### config.mk
export PLATFORM = sky130hd
export DESIGN_NAME = mem_fill_arbiter
export DESIGN_NICKNAME = d
export VERILOG_FILES = /design/src/rtl/mem_arb_pkg.sv /design/src/rtl/mem_fill_arbiter.sv
export SDC_FILE = /design/constraint.sdc
export NUM_CORES = 1
export LEC_CHECK = 0
export ABC_AREA = 1
export CAP_MARGIN = 5
export CORE_MARGIN = 1.5
export CORE_UTILIZATION = 40
export DETAILED_ROUTE_END_ITERATION = 8
export PLACE_DENSITY = 0.91
export SLEW_MARGIN = 20
export SYNTH_ARGS = -nofsm -noshare
export SYNTH_HDL_FRONTEND = slang
export SYNTH_SLANG_ARGS = --single-unit
### constraint.sdc
create_clock -name clk -period 2.4 [get_ports clk]
set_input_delay 0.48 -clock clk [delete_from_list [all_inputs] [get_ports clk]]
set_output_delay 0.48 -clock clk [all_outputs]
set_load 0.005 [all_outputs]
### src/rtl/mem_arb_pkg.sv
// Shared types and constants for the shared-memory fill arbiter.
package mem_arb_pkg;

    typedef enum logic [1:0] {
        ST_IDLE  = 2'd0,
        ST_WRITE = 2'd1,
        ST_FILL  = 2'd2,
        ST_DONE  = 2'd3
    } arb_state_t;

    typedef enum logic {
        TGT_I = 1'b0,
        TGT_D = 1'b1
    } fill_tgt_t;

    localparam int          BLK_WORDS_DEF = 8;
    // Byte-offset bits inside one block of 16-bit words
    localparam logic [15:0] BLK_OFF_MASK  = 16'(BLK_WORDS_DEF * 2 - 1);

endpackage

### src/rtl/mem_fill_arbiter.sv
// Arbiter/sequencer for the main memory shared by the I-cache and D-cache.
// Build option MEM_ARB_RR_EN adds a one-shot starvation guard for i_miss.
module mem_fill_arbiter
    import mem_arb_pkg::*;
#(
    parameter int ADDR_W    = 16,
    parameter int DATA_W    = 16,
    parameter int BLK_WORDS = BLK_WORDS_DEF
) (
    input  logic                         clk,
    input  logic                         rst_n,
    input  logic                         i_miss,
    input  logic [ADDR_W-1:0]            i_miss_addr,
    input  logic                         d_miss,
    input  logic [ADDR_W-1:0]            d_miss_addr,
    input  logic                         d_wr,
    input  logic [ADDR_W-1:0]            d_wr_addr,
    input  logic [DATA_W-1:0]            d_wr_data,
    output logic                         mem_en,
    output logic                         mem_wr,
    output logic [ADDR_W-1:0]            mem_addr,
    output logic [DATA_W-1:0]            mem_wdata,
    input  logic                         mem_rvalid,
    input  logic [DATA_W-1:0]            mem_rdata,
    output logic                         fill_we,
    output logic                         fill_tgt,
    output logic [$clog2(BLK_WORDS)-1:0] fill_idx,
    output logic [DATA_W-1:0]            fill_data,
    output logic                         i_fill_done,
    output logic                         d_fill_done,
    output logic                         d_wr_done,
    output logic                         i_busy,
    output logic                         d_busy
);

    localparam int                IDX_W    = $clog2(BLK_WORDS);
    localparam int                CNT_W    = IDX_W + 1;
    localparam logic [CNT_W-1:0]  CNT_LAST = CNT_W'(BLK_WORDS - 1);
    localparam logic [CNT_W-1:0]  CNT_END  = CNT_W'(BLK_WORDS);
    localparam logic [ADDR_W-1:0] OFF_MASK = ADDR_W'(BLK_WORDS * 2 - 1);

    arb_state_t        state_r, state_s;
    fill_tgt_t         tgt_r;
    logic [ADDR_W-1:0] base_r;
    logic [DATA_W-1:0] wdata_r;
    logic [CNT_W-1:0]  issue_cnt_r;
    logic [CNT_W-1:0]  recv_cnt_r;
    logic              grant_wr_s, grant_d_s, grant_i_s;
    logic              issuing_s;
    logic              rr_flag_s;

`ifdef MEM_ARB_RR_EN
    logic rr_flag_r;

    // One-shot flag: i_miss was held while a D request won arbitration
    always_ff @(posedge clk) begin
        if (!rst_n) begin
            rr_flag_r <= 1'b0;
        end else if (grant_i_s) begin
            rr_flag_r <= 1'b0;
        end else if ((grant_wr_s || grant_d_s) && i_miss) begin
            rr_flag_r <= 1'b1;
        end
    end

    assign rr_flag_s = rr_flag_r;
`else
    assign rr_flag_s = 1'b0;
`endif

    // Arbitration and next-state selection
    always_comb begin
        state_s    = state_r;
        grant_wr_s = 1'b0;
        grant_d_s  = 1'b0;
        grant_i_s  = 1'b0;
        case (state_r)
            ST_IDLE: begin
                if (rr_flag_s && i_miss) begin
                    grant_i_s = 1'b1;
                    state_s   = ST_FILL;
                end else if (d_wr) begin
                    grant_wr_s = 1'b1;
                    state_s    = ST_WRITE;
                end else if (d_miss) begin
                    grant_d_s = 1'b1;
                    state_s   = ST_FILL;
                end else if (i_miss) begin
                    grant_i_s = 1'b1;
                    state_s   = ST_FILL;
                end else begin
                    state_s = ST_IDLE;
                end
            end
            ST_WRITE: state_s = ST_IDLE;
            ST_FILL: begin
                // Exit is driven purely by returned valids, never by cycle count
                if (mem_rvalid && (recv_cnt_r == CNT_LAST)) begin
                    state_s = ST_DONE;
                end else begin
                    state_s = ST_FILL;
                end
            end
            ST_DONE: state_s = ST_IDLE;
            default: state_s = ST_IDLE;
        endcase
    end

    // State register, grant latches and issue/receive counters
    always_ff @(posedge clk) begin
        if (!rst_n) begin
            state_r     <= ST_IDLE;
            tgt_r       <= TGT_I;
            base_r      <= '0;
            wdata_r     <= '0;
            issue_cnt_r <= '0;
            recv_cnt_r  <= '0;
        end else begin
            state_r <= state_s;
            if (grant_wr_s) begin
                tgt_r   <= TGT_D;
                base_r  <= d_wr_addr;
                wdata_r <= d_wr_data;
            end else if (grant_d_s) begin
                tgt_r  <= TGT_D;
                base_r <= d_miss_addr & ~OFF_MASK;
            end else if (grant_i_s) begin
                tgt_r  <= TGT_I;
                base_r <= i_miss_addr & ~OFF_MASK;
            end
            if (state_r == ST_IDLE) begin
                issue_cnt_r <= '0;
                recv_cnt_r  <= '0;
            end else if (state_r == ST_FILL) begin
                if (issuing_s) begin
                    issue_cnt_r <= issue_cnt_r + CNT_W'(1);
                end
                if (mem_rvalid && (recv_cnt_r < CNT_END)) begin
                    recv_cnt_r <= recv_cnt_r + CNT_W'(1);
                end
            end
        end
    end

    assign issuing_s = (state_r == ST_FILL) && (issue_cnt_r < CNT_END);

    // Output decode; idle fields are held at zero
    always_comb begin
        mem_en      = 1'b0;
        mem_wr      = 1'b0;
        mem_addr    = '0;
        mem_wdata   = '0;
        fill_we     = 1'b0;
        fill_tgt    = 1'b0;
        fill_idx    = '0;
        fill_data   = '0;
        i_fill_done = 1'b0;
        d_fill_done = 1'b0;
        d_wr_done   = 1'b0;
        if (state_r == ST_WRITE) begin
            mem_en    = 1'b1;
            mem_wr    = 1'b1;
            mem_addr  = base_r;
            mem_wdata = wdata_r;
            d_wr_done = 1'b1;
        end else if (issuing_s) begin
            mem_en   = 1'b1;
            mem_addr = base_r + (ADDR_W'(issue_cnt_r) << 1);
        end else begin
            mem_en = 1'b0;
        end
        if ((state_r == ST_FILL) && mem_rvalid) begin
            fill_we   = 1'b1;
            fill_tgt  = tgt_r;
            fill_idx  = recv_cnt_r[IDX_W-1:0];
            fill_data = mem_rdata;
        end else begin
            fill_we = 1'b0;
        end
        if (state_r == ST_DONE) begin
            i_fill_done = (tgt_r == TGT_I);
            d_fill_done = (tgt_r == TGT_D);
        end else begin
            i_fill_done = 1'b0;
        end
    end

    assign i_busy = i_miss | ((state_r != ST_IDLE) && (tgt_r == TGT_I));
    assign d_busy = d_miss | d_wr | ((state_r != ST_IDLE) && (tgt_r == TGT_D));

endmodule

sizes.png
Bar = 20 um.
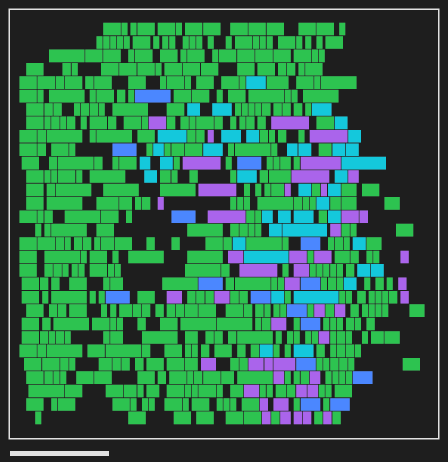
| size | color | cells | share |
|---|---|---|---|
| _6 and larger | blue | 15 | 2.5% |
| _0 and _1 cells | green | 496 | 83% |
| _2 cells | purple | 47 | 7.9% |
| _3 and _4 cells | cyan | 40 | 6.7% |

placement.png
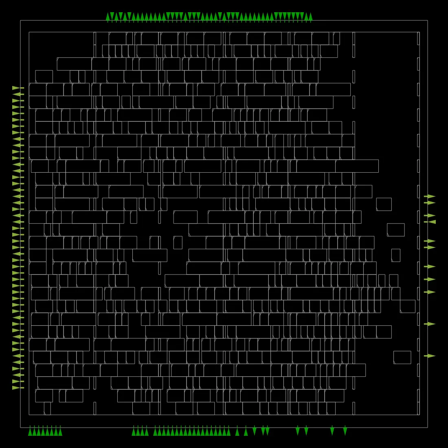
filler-free cell count of the finished design: 694
core area: 6790 um^2
sequential share of cell area: 18.7%

==> impl_metrics.toml <==
# physical design summary
[run_status]
outcome = "complete, but fails checks"
failed_checks = "setup timing"

[drt]
drt_pass_1_iters = 5
num_vias = 3481

[setup_path]
ff_to_ff_setup_slack_ps = 780
critical_path.startpoint_type = "register"
critical_path_arrival_ps = 2080
worst_setup_path_startpoint = "base_r[1]$_SDFFE_PN0P_"
timing.rr.start = "state_r[1]$_SDFF_PN0_"

[global_routing]
first_pass_grt_wire_length_mm = 14.9
groute.usage.overall_pct = 24.7
grt_antenna_before_repair = 0

[final_timing]
finalSetupViolCount = 6
final.setup.worst_slack_ps = -160
timing.final.crit_share_pct = 107
timing.final.hold_violations = 0
tns_ps = -598
maxSlewHeadroom_pct = 72.1

[cells_and_area]
inv_count = 81
layout_top_registers = "base_r (16), wdata_r (16)"
bufAreaShareNonClock_pct = 34.3
final.clkbuf_count = 6

[synth]
post_synthesis_share_of_cell_area_spent_on_and_or_and_or_and_gates_pct = 23.9
yosys.area_share.adder_pct = 3.38

[power]
power.ir.vdd_worst_mv = 0.291
power.share.clock_pct = 23.0
power.sequential.total_w = 0.000838
p_sw_share_pct = 31.4
p_clk_w = 0.000423
power.static_leakage_nw = 2.02

[hold_path]
timing.hold.worst_endpoint = "wdata_r[13]$_SDFFE_PN0P_"

[cts]
clk_path_buf_depth = 2
cts_tree = "done"
cts_root_buffer = "sky130_fd_sc_hd__clkbuf_8"
postCtsHoldBufs = 0
cts_buffers = 5

[place]
place_congestion = 0.879

[die]
die_area_um2 = 7540
n_tap_cell = 96
==> cell usage after synthesis (5+ instances only) <==
cell                       count  area share [%]
sky130_fd_sc_hd__a21oi_1      53             9.4
sky130_fd_sc_hd__nor2_1       53             7.1
sky130_fd_sc_hd__nand2_1      80              11
sky130_fd_sc_hd__buf_2         7             1.2
sky130_fd_sc_hd__a21oi_2       5             1.6
sky130_fd_sc_hd__inv_1        75              10
sky130_fd_sc_hd__nand3_1      25             4.5
sky130_fd_sc_hd__o21ai_0      25             4.5
sky130_fd_sc_hd__o21ai_1      13             2.3
sky130_fd_sc_hd__ha_1          6             2.7
sky130_fd_sc_hd__dfxtp_1      43              31
sky130_fd_sc_hd__o211ai_1     13             3.5
sky130_fd_sc_hd__clkbuf_1      5            0.67
==> repair_timing <==
action / in CTS / in global routing
buffers inserted: 11 / 6
hold endpoints to repair: 0 / 0
gates resized: 60 / 39
pin swaps: 14 / 14
setup endpoints to repair: 52 / 19
==> worst max-delay path, cell delays in order, from the launching register on <==
cell and delay (ps):
sky130_fd_sc_hd__dfxtp_2 360, sky130_fd_sc_hd__ha_4 140, sky130_fd_sc_hd__inv_2 30, sky130_fd_sc_hd__fa_2 340, sky130_fd_sc_hd__inv_2 70, sky130_fd_sc_hd__nand3_2 80
sky130_fd_sc_hd__a21oi_2 160, sky130_fd_sc_hd__buf_4 150, sky130_fd_sc_hd__buf_6 100, sky130_fd_sc_hd__nand2_2 30, sky130_fd_sc_hd__nand2_1 70, sky130_fd_sc_hd__nand3_1 70
sky130_fd_sc_hd__nand2_1 70, sky130_fd_sc_hd__buf_2 110
==> routing by layer <==
metal	up-vias	GRT usage (%)	wire (um)
met5	-	0	0
li1	1718	-	-
met3	29	6.67	876
met2	179	43.6	4870
met1	1555	28.0	3750
met4	0	10.3	265
